**Run 1: placement view**

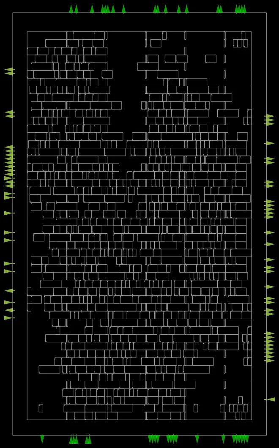
**Run 1: metal 2**

(4 px per um)
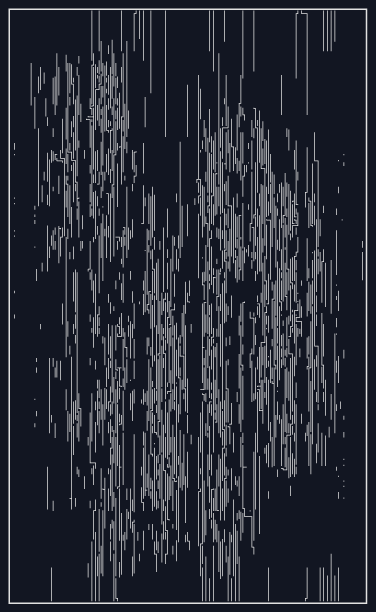
**Run 1: I/O nets highlighted**

(2 px per um)
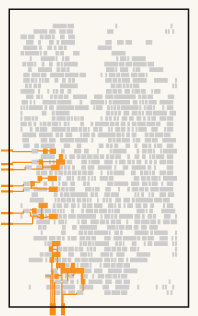
**Run 1: wiring by layer**

(2 px per um) Two of the layers only.
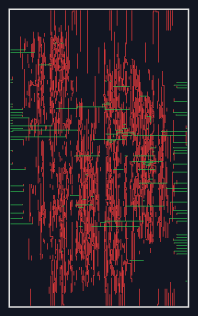
File: src/rtl/as5600_pkg.sv
// Shared state encoding and width constants for the AS5600 multi-turn unwrapper.
package as5600_pkg;

    typedef enum logic [1:0] {
        ST_INIT   = 2'd0,
        ST_TRACK  = 2'd1,
        ST_RESYNC = 2'd2
    } state_t;

    localparam int POS_W = 32;

    // The wrap-corrected delta is the raw angle difference read back as signed.
    function automatic int deltaWidth(input int angleBits);
        return angleBits;
    endfunction

endpackage

File: src/rtl/as5600_unwrap_if.sv
// Sample/position bus between the AS5600 reader, the unwrapper and the register block.
interface as5600_unwrap_if #(
    parameter int ANGLE_BITS = 12
);
    logic [ANGLE_BITS-1:0] angle_in;
    logic                  angle_valid;
    logic                  zero_req;
    logic signed [31:0]    position;
    logic                  position_valid;
    logic                  locked;
    logic [15:0]           glitch_count;
    logic signed [31:0]    velocity;
    logic                  velocity_valid;

    modport master (
        output angle_in, angle_valid, zero_req,
        input  position, position_valid, locked, glitch_count, velocity, velocity_valid
    );

    modport slave (
        input  angle_in, angle_valid, zero_req,
        output position, position_valid, locked, glitch_count, velocity, velocity_valid
    );
endinterface

File: src/rtl/as5600_vel_gate.sv
// Windowed velocity: position difference over each VEL_WINDOW-cycle gate.
module as5600_vel_gate #(
    parameter int VEL_WINDOW = 1000000
) (
    input  logic               clk,
    input  logic               rst,
    input  logic               zero_req,
    input  logic signed [31:0] position,
    output logic signed [31:0] velocity,
    output logic               velocity_valid
);
    localparam int CNT_W = (VEL_WINDOW > 2) ? $clog2(VEL_WINDOW) : 1;

    logic [CNT_W-1:0]   count_q, count_d;
    logic signed [31:0] snapshot_q, snapshot_d;
    logic signed [31:0] velocity_q, velocity_d;
    logic               velValid_q, velValid_d;
    logic               wrap;

    assign wrap = (count_q == CNT_W'(VEL_WINDOW - 1));

    // A zero request realigns the gate with the new origin and suppresses that window's report.
    always_comb begin
        count_d    = wrap ? '0 : count_q + CNT_W'(1);
        snapshot_d = snapshot_q;
        velocity_d = velocity_q;
        velValid_d = 1'b0;
        if (zero_req) begin
            count_d    = '0;
            snapshot_d = '0;
        end else if (wrap) begin
            velocity_d = position - snapshot_q;
            snapshot_d = position;
            velValid_d = 1'b1;
        end
    end

    always_ff @(posedge clk) begin
        if (rst) begin
            count_q    <= '0;
            snapshot_q <= '0;
            velocity_q <= '0;
            velValid_q <= 1'b0;
        end else begin
            count_q    <= count_d;
            snapshot_q <= snapshot_d;
            velocity_q <= velocity_d;
            velValid_q <= velValid_d;
        end
    end

    assign velocity       = velocity_q;
    assign velocity_valid = velValid_q;
endmodule

File: src/rtl/as5600_unwrap.sv
// Multi-turn unwrapper with glitch rejection and lock status for the AS5600 angle stream.
// Optional velocity gate is enabled by defining AS5600_UNWRAP_VEL_EN.
module as5600_unwrap
    import as5600_pkg::*;
#(
    parameter int ANGLE_BITS   = 12,
    parameter int MAX_STEP     = 1024,
    parameter int GLITCH_LIMIT = 3,
    parameter int VEL_WINDOW   = 1000000
) (
    input logic            clk,
    input logic            rst,
    as5600_unwrap_if.slave bus
);
    localparam int DELTA_W  = deltaWidth(ANGLE_BITS);
    localparam int CONSEC_W = $clog2(GLITCH_LIMIT + 1);

    state_t                state_q, state_d;
    logic [ANGLE_BITS-1:0] lastAngle_q, lastAngle_d;
    logic signed [31:0]    position_q, position_d;
    logic                  posValid_q, posValid_d;
    logic [15:0]           glitchCount_q, glitchCount_d;
    logic [CONSEC_W-1:0]   consec_q, consec_d;

    logic [DELTA_W-1:0]    deltaRaw;
    logic signed [31:0]    deltaExt;
    logic [31:0]           deltaMag;
    logic                  accept;
    logic                  glitchTrip;

    // Modular subtraction gives the shortest signed path across the turn boundary.
    assign deltaRaw   = bus.angle_in - lastAngle_q;
    assign deltaExt   = {{(POS_W - DELTA_W){deltaRaw[DELTA_W-1]}}, deltaRaw};
    assign deltaMag   = deltaExt[POS_W-1] ? -deltaExt : deltaExt;
    assign accept     = (deltaMag <= 32'(MAX_STEP));
    assign glitchTrip = ((32'(consec_q) + 32'd1) >= 32'(GLITCH_LIMIT));

    always_ff @(posedge clk) begin
        if (rst) begin
            state_q       <= ST_INIT;
            lastAngle_q   <= '0;
            position_q    <= '0;
            posValid_q    <= 1'b0;
            glitchCount_q <= '0;
            consec_q      <= '0;
        end else begin
            state_q       <= state_d;
            lastAngle_q   <= lastAngle_d;
            position_q    <= position_d;
            posValid_q    <= posValid_d;
            glitchCount_q <= glitchCount_d;
            consec_q      <= consec_d;
        end
    end

    always_comb begin
        state_d  = state_q;
        consec_d = consec_q;
        if (bus.zero_req) begin
            if (bus.angle_valid) begin
                state_d  = ST_TRACK;
                consec_d = '0;
            end
        end else if (bus.angle_valid) begin
            case (state_q)
                ST_TRACK: begin
                    if (accept) begin
                        consec_d = '0;
                    end else if (glitchTrip) begin
                        state_d  = ST_RESYNC;
                        consec_d = '0;
                    end else begin
                        consec_d = consec_q + CONSEC_W'(1);
                    end
                end
                default: begin
                    state_d  = ST_TRACK;
                    consec_d = '0;
                end
            endcase
        end
    end

    // Seeding samples (INIT/RESYNC) only move the reference, never the position.
    always_comb begin
        position_d    = position_q;
        lastAngle_d   = lastAngle_q;
        posValid_d    = 1'b0;
        glitchCount_d = glitchCount_q;
        if (bus.zero_req) begin
            position_d = '0;
            posValid_d = 1'b1;
            if (bus.angle_valid) begin
                lastAngle_d = bus.angle_in;
            end
        end else if (bus.angle_valid) begin
            if (state_q == ST_TRACK) begin
                if (accept) begin
                    position_d  = position_q + deltaExt;
                    lastAngle_d = bus.angle_in;
                    posValid_d  = 1'b1;
                end else if (glitchCount_q != 16'hFFFF) begin
                    glitchCount_d = glitchCount_q + 16'd1;
                end
            end else begin
                lastAngle_d = bus.angle_in;
            end
        end
    end

    assign bus.position       = position_q;
    assign bus.position_valid = posValid_q;
    assign bus.locked         = (state_q == ST_TRACK);
    assign bus.glitch_count   = glitchCount_q;

    if (VEL_WINDOW < 2) begin : gVelWindowCheck
        $error("as5600_unwrap: VEL_WINDOW must be at least 2");
    end

`ifdef AS5600_UNWRAP_VEL_EN
    as5600_vel_gate #(
        .VEL_WINDOW(VEL_WINDOW)
    ) uVelGate (
        .clk            (clk),
        .rst            (rst),
        .zero_req       (bus.zero_req),
        .position       (position_q),
        .velocity       (bus.velocity),
        .velocity_valid (bus.velocity_valid)
    );
`else
    assign bus.velocity       = '0;
    assign bus.velocity_valid = 1'b0;
`endif
endmodule
File: src/flat_wrapper.sv
// flat-port wrapper written by rule: the top's interface ports become plain ports
module as5600_unwrap_flat import as5600_pkg::*;
#(
    parameter int ANGLE_BITS   = 12,
    parameter int MAX_STEP     = 1024,
    parameter int GLITCH_LIMIT = 3,
    parameter int VEL_WINDOW   = 1000000
)
  (clk, rst, bus_angle_in, bus_angle_valid, bus_zero_req, bus_position, bus_position_valid, bus_locked, bus_glitch_count, bus_velocity, bus_velocity_valid);
  as5600_unwrap_if #(.ANGLE_BITS(ANGLE_BITS)) bus_i ();
  input logic clk;
  input logic rst;
  input wire logic [$bits(bus_i.angle_in)-1:0] bus_angle_in;
  input wire logic [$bits(bus_i.angle_valid)-1:0] bus_angle_valid;
  input wire logic [$bits(bus_i.zero_req)-1:0] bus_zero_req;
  output wire logic [$bits(bus_i.position)-1:0] bus_position;
  output wire logic [$bits(bus_i.position_valid)-1:0] bus_position_valid;
  output wire logic [$bits(bus_i.locked)-1:0] bus_locked;
  output wire logic [$bits(bus_i.glitch_count)-1:0] bus_glitch_count;
  output wire logic [$bits(bus_i.velocity)-1:0] bus_velocity;
  output wire logic [$bits(bus_i.velocity_valid)-1:0] bus_velocity_valid;
  assign bus_i.angle_in = bus_angle_in;
  assign bus_i.angle_valid = bus_angle_valid;
  assign bus_i.zero_req = bus_zero_req;
  assign bus_position = bus_i.position;
  assign bus_position_valid = bus_i.position_valid;
  assign bus_locked = bus_i.locked;
  assign bus_glitch_count = bus_i.glitch_count;
  assign bus_velocity = bus_i.velocity;
  assign bus_velocity_valid = bus_i.velocity_valid;
  as5600_unwrap #(.ANGLE_BITS(ANGLE_BITS), .MAX_STEP(MAX_STEP), .GLITCH_LIMIT(GLITCH_LIMIT), .VEL_WINDOW(VEL_WINDOW)) u_core (.clk(clk), .rst(rst), .bus(bus_i));
endmodule
File: config.mk
export PLATFORM = sky130hd
export DESIGN_NAME = as5600_unwrap_flat
export DESIGN_NICKNAME = d
export VERILOG_FILES = /design/src/rtl/as5600_pkg.sv /design/src/rtl/as5600_unwrap_if.sv /design/src/rtl/as5600_vel_gate.sv /design/src/rtl/as5600_unwrap.sv /design/src/flat_wrapper.sv
export SDC_FILE = /design/constraint.sdc
export NUM_CORES = 1
export LEC_CHECK = 0
export CORE_ASPECT_RATIO = 1.75
export CORE_MARGIN = 5
export CORE_UTILIZATION = 49
export DETAILED_ROUTE_END_ITERATION = 12
export PLACE_DENSITY = 0.79
export SLEW_MARGIN = 30
export SYNTH_ARGS = -nofsm -noshare
export SYNTH_HDL_FRONTEND = slang
export SYNTH_SLANG_ARGS = --single-unit
File: constraint.sdc
create_clock -name clk -period 5.3 [get_ports clk]
set_input_delay 1.06 -clock clk [delete_from_list [all_inputs] [get_ports clk]]
set_output_delay 1.06 -clock clk [all_outputs]
set_load 0.02 [all_outputs]
==> flow_metrics.env, run 1 <==
# physical design summary
export IMPL_critPathMaxStageDelay_ps=420
export IMPL_sh_comb_area=0.5726
export IMPL_dr_wl_met3_um=703
export IMPL_seq_area_frac=0.2018
export IMPL_ys_ff=65
export IMPL_top_layer_used="met4"
export IMPL_crit_type="input pin to flop"
export IMPL_die_area_um2=13170
export IMPL_grt_pass1_wl_um=21780
export IMPL_p_int_mw=1.190
export IMPL_clock_fmax_mhz=200.6
export IMPL_cts_buffer_depth=2
export IMPL_gp_congestion=0.9508
export IMPL_fp_row_count=50
export IMPL_topCellsByArea="dfxtp_1, ha_1, mux2i_1"
export IMPL_final_setup_tns_ps=0
export IMPL_max_slew_margin_rel=0.4866
export IMPL_synth_comb_largest_family="simple AND/OR/NAND/NOR gates"
export IMPL_clock_skew_ps=7.609
export IMPL_ir_worst_vdd_mv=0.2117
export IMPL_p_sw_mw=0.6858
export IMPL_period_minus_slack_ps=4984
export IMPL_clock_area_frac=0.04831
export IMPL_worstSkewPairLatency_ps=350
export IMPL_ys_sh_aoi=0.1978
export IMPL_grt_ovfl_total=0
export IMPL_p_clk_mw=0.639
export IMPL_drt_iter0_markers=218
export IMPL_die_x_um=88.92
export IMPL_buffers=91
export IMPL_cp_max_fo=4
export IMPL_status="finished clean"
export IMPL_preCtsSetupSlack_ps=-183.5
export IMPL_synth_cell_types=60
export IMPL_top_cell="dfxtp_1"
export IMPL_final_util=0.6028
export IMPL_power_frac_comb=0.383
export IMPL_hold_ws_ps=471.3
export IMPL_slowest_stage="clkdlybuf4s50_1"
export IMPL_met2_usage=0.3821
export IMPL_crit_path_end="u_core.bus.position[31]$_SDFFE_PP0P_"
export IMPL_ys_warnings_count=0
export IMPL_cts_hold_buf=0
export IMPL_fp_util=0.4992
export IMPL_clkbuf_count=10
export IMPL_hp_start="u_core.lastAngle_q[3]$_SDFFE_PP0P_"
export IMPL_fp_dieH_um=148.1
export IMPL_comb_area_um2=3692
export IMPL_setup_violations=0
export IMPL_ff_type="dfxtp_1"
export IMPL_final_cell_mix="clkdlybuf4s50_1, dfxtp_1, nor2_1"
export IMPL_post_cts_setup_buffers=0
export IMPL_r2r_end="u_core.bus.position[31]$_SDFFE_PP0P_"
export IMPL_viasPerCell=5.672
export IMPL_n_all_inverters=36
export IMPL_rsz0062_at_grt="yes"
export IMPL_yosysCellCount=659
export IMPL_cts_buffers=9
export IMPL_final_cell_area_um2=6449
export IMPL_drive_gt1_frac=0.07919
## Picture notes: 'placement view'
Floorplan Core Area: 10700 um^2
Post-Layout Cell Count: 875

## Picture notes: 'metal 2'
wire length on this layer: 7130 um
main direction: vertical
Routed WL: 13100 um
Via Count: 4963

## Picture notes: 'I/O nets highlighted'
[bus_angle_in] orange | bits: 12 | direction: input | edge: 7 west, 5 south | end cells: 25 | buffers: 13 | wire: 300 um
I/O pins: 99
PortBufs: 65

## Picture notes: 'wiring by layer'
[M2] red | wire length: 7130 um
[M3] green | wire length: 704 um
Wirelength per Cell: 14.97 um
Global Route Usage Sum: 0.2030

## run 1: how the worst min path moves through the flow
stage                     slack, ps                            endpoint  cells after the start
after floorplan                 450  u_core.lastAngle_q[1]$_SDFFE_PP0P_                      2
after global placement          460  u_core.lastAngle_q[5]$_SDFFE_PP0P_                      2
after detailed placement        470  u_core.lastAngle_q[4]$_SDFFE_PP0P_                      2
after CTS                       480  u_core.lastAngle_q[8]$_SDFFE_PP0P_                      2
after global routing            490  u_core.lastAngle_q[3]$_SDFFE_PP0P_                      2
final                           470  u_core.lastAngle_q[3]$_SDFFE_PP0P_                      2
## run 1: per-stage QoR
step / total power [mW] / instances
floorplan: 1.066 / 691
finish: 1.876 / 875
global placement: 1.206 / 859
global route: 1.973 / 875
CTS: 1.867 / 875
detailed placement: 1.233 / 859
==> inputs of run 2 (changes only) <==
CORE_UTILIZATION = 54   (was 49)
PLACE_DENSITY = 0.82   (was 0.79)
clock period = 5.6 ns   (was 5.3 ns; I/O delays follow)
==> run 2 against run 1 <==
  * Power decreased by 7.2%
  * Global-route usage increased by 0.79 points
  * Setup slack got worse by 91 ps
  * Combinational power decreased by 8.9%
  * Sequential share of layout area increased by 0.30 points
  * Die area decreased by 8.4%
  * Sequential cell count unchanged
  * Wire length decreased by 2.2%
  * Clock skew decreased by 3.5 ps
  * Final area decreased by 1.5%
  * Largest power group unchanged
==> flow_metrics.env, run 2 <==
# physical design summary
export IMPL_grt_busiest_layer="met2"
export IMPL_status="finished clean"
export IMPL_final_nets=789
export IMPL_clkbuf_count=10
export IMPL_r2r_slack_ps=1130
export IMPL_p_per_area_nw_per_um2=273.9
export IMPL_cts_buffers=9
export IMPL_clock_fmax_mhz=186.1
export IMPL_p_sw_mw=0.6289
export IMPL_drt_iter0_markers=179
export IMPL_ctsResizeCount=0
export IMPL_crit_buf_inv=4
export IMPL_hp_start="u_core.lastAngle_q[1]$_SDFFE_PP0P_"
export IMPL_cp_end_kind="flop"
export IMPL_yosysCellCount=659
export IMPL_ys_seq_frac=0.2437
export IMPL_final_setup_tns_ps=0
export IMPL_grt_pass1_vias=5010
export IMPL_vias=4949
export IMPL_ys_warnings_count=0
export IMPL_hold_ws_ps=472.3
export IMPL_n_antenna_cell=0
export IMPL_n_all_inverters=36
export IMPL_grt_max_degree=51
export IMPL_viasPerCell=5.775
export IMPL_use_met3=0.03777
export IMPL_synth_comb_largest_family="simple AND/OR/NAND/NOR gates"
export IMPL_top_layer_used="met4"
export IMPL_crit_type="input pin to flop"
export IMPL_power_sequential_mw=0.490
export IMPL_gp_congestion=0.9336
export IMPL_cts_tree="yes"
export IMPL_period_minus_slack_ps=5375
export IMPL_tapCellCount=125
export IMPL_ys_ff=65
export IMPL_setup_violations=0
export IMPL_drtAntennaViolNets=0
export IMPL_p_leak_nw=2.749
export IMPL_met2_length_um=7072
export IMPL_worstSkewPairLatency_ps=340
export IMPL_topCellsByArea="dfxtp_1, ha_1, mux2i_1"
export IMPL_final_util=0.6490
export IMPL_max_slew_margin_rel=0.4879
export IMPL_fin_cells=857
export IMPL_area_growth_synth_to_final_pct=18.98
export IMPL_grt_ovfl_total=0
export IMPL_worst_path_most_repeated_cell="a21oi_1"
export IMPL_dr_pass1_iters=4
export IMPL_seq_cell_count=65
export IMPL_post_cts_setup_buffers=0
export IMPL_cts_buffer_depth=2
export IMPL_sh_comb_area=0.5788
export IMPL_rsz0062_at_grt="no"
export IMPL_p_comb_mw=0.655
export IMPL_power_mw=1.740
export IMPL_holdPathEnd="u_core.lastAngle_q[1]$_SDFFE_PP0P_"
export IMPL_seq_area_frac=0.2048
export IMPL_whs_path_depth=2
export IMPL_ir_worst_vdd_mv=0.1857
export IMPL_placed_area_um2=6043
export IMPL_drive_gt1_frac=0.05874
export IMPL_top_cell="dfxtp_1"
export IMPL_p_int_mw=1.111
export IMPL_hpwl_um=9815
export IMPL_p_clk_mw=0.595
export IMPL_wirelength_met1_um=4849
export IMPL_antenna_found_initial=0
export IMPL_synth_cell_types=60
export IMPL_critPathMaxStageDelay_ps=420
export IMPL_clock_area_frac=0.04884
export IMPL_largest_class="combinational gates"
export IMPL_met2_usage=0.4094
export IMPL_power_frac_comb=0.377
export IMPL_slowest_stage="clkdlybuf4s50_1"
export IMPL_drt_total_wl_um=12820
export IMPL_adder_share=0.1106
export IMPL_final_cell_mix="clkdlybuf4s50_1, dfxtp_1, nor2_1"
export IMPL_cp_max_fo=4
export IMPL_final_cell_area_um2=6354
export IMPL_buffers=78
export IMPL_yosys_area_um2=5340
export IMPL_period_used=0.9598
export IMPL_cp_num_cells=21
export IMPL_async_flop_share=0
export IMPL_core_area_um2=9789
export IMPL_ys_sh_mux=0.09466
export IMPL_ios=99
export IMPL_cts_hold_buf=0
export IMPL_fp_util=0.5455
export IMPL_fp_row_count=48
export IMPL_placed_cells=841
export IMPL_switching_share=0.3613
export IMPL_dr_wl_met3_um=513
export IMPL_track_usage=0.2109
export IMPL_start_kind="input pin"
export IMPL_portBuffers=65
export IMPL_clock_skew_ps=4.064
export IMPL_die_area_um2=12060
export IMPL_r2r_end="u_core.bus.position[31]$_SDFFE_PP0P_"
export IMPL_preCtsSetupSlack_ps=16.13
export IMPL_ff_type="dfxtp_1"
export IMPL_comb_area_um2=3677
export IMPL_ys_sh_aoi=0.1978
export IMPL_grt_pass1_wl_um=21180
export IMPL_wl_per_cell_um=14.95
## run 2: worst max-delay path by stage
stage | from | endpoint | slack (ps)
CTS | bus_angle_in[0] | u_core.bus.position[31]$_SDFFE_PP0P_ | 290
finish | bus_angle_in[0] | u_core.bus.position[31]$_SDFFE_PP0P_ | 230
global route | bus_angle_in[0] | u_core.bus.position[31]$_SDFFE_PP0P_ | 30
global placement | bus_angle_in[0] | u_core.bus.position[31]$_SDFFE_PP0P_ | 250
floorplan | bus_angle_in[3] | u_core.bus.position[31]$_SDFFE_PP0P_ | 390
detailed placement | bus_angle_in[0] | u_core.bus.position[31]$_SDFFE_PP0P_ | 20
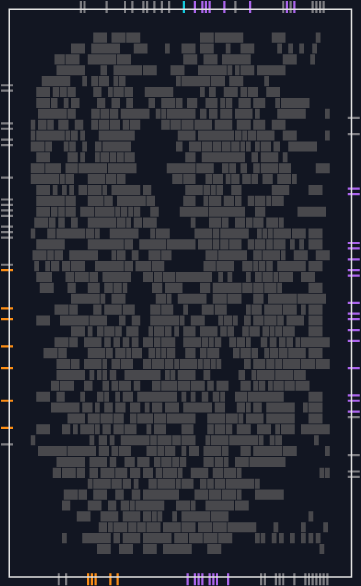
**Above:** run 2 (pin map).
(4 px per um) Pins as bars across the die edge, other pins in gray.
[bus_position_valid] cyan | pins: 1 | direction: output | edge: north
[bus_position] purple | pins: 32 | direction: output | edge: 16 east, 8 south, 8 north
[bus_angle_in] orange | pins: 12 | direction: input | edge: 7 west, 5 south
all pins by edge: 28 south, 26 north, 23 west, 22 east
Die Height: 141.6 um
Die Wd: 85.17 um

Power and IR drop assume default switching activity.
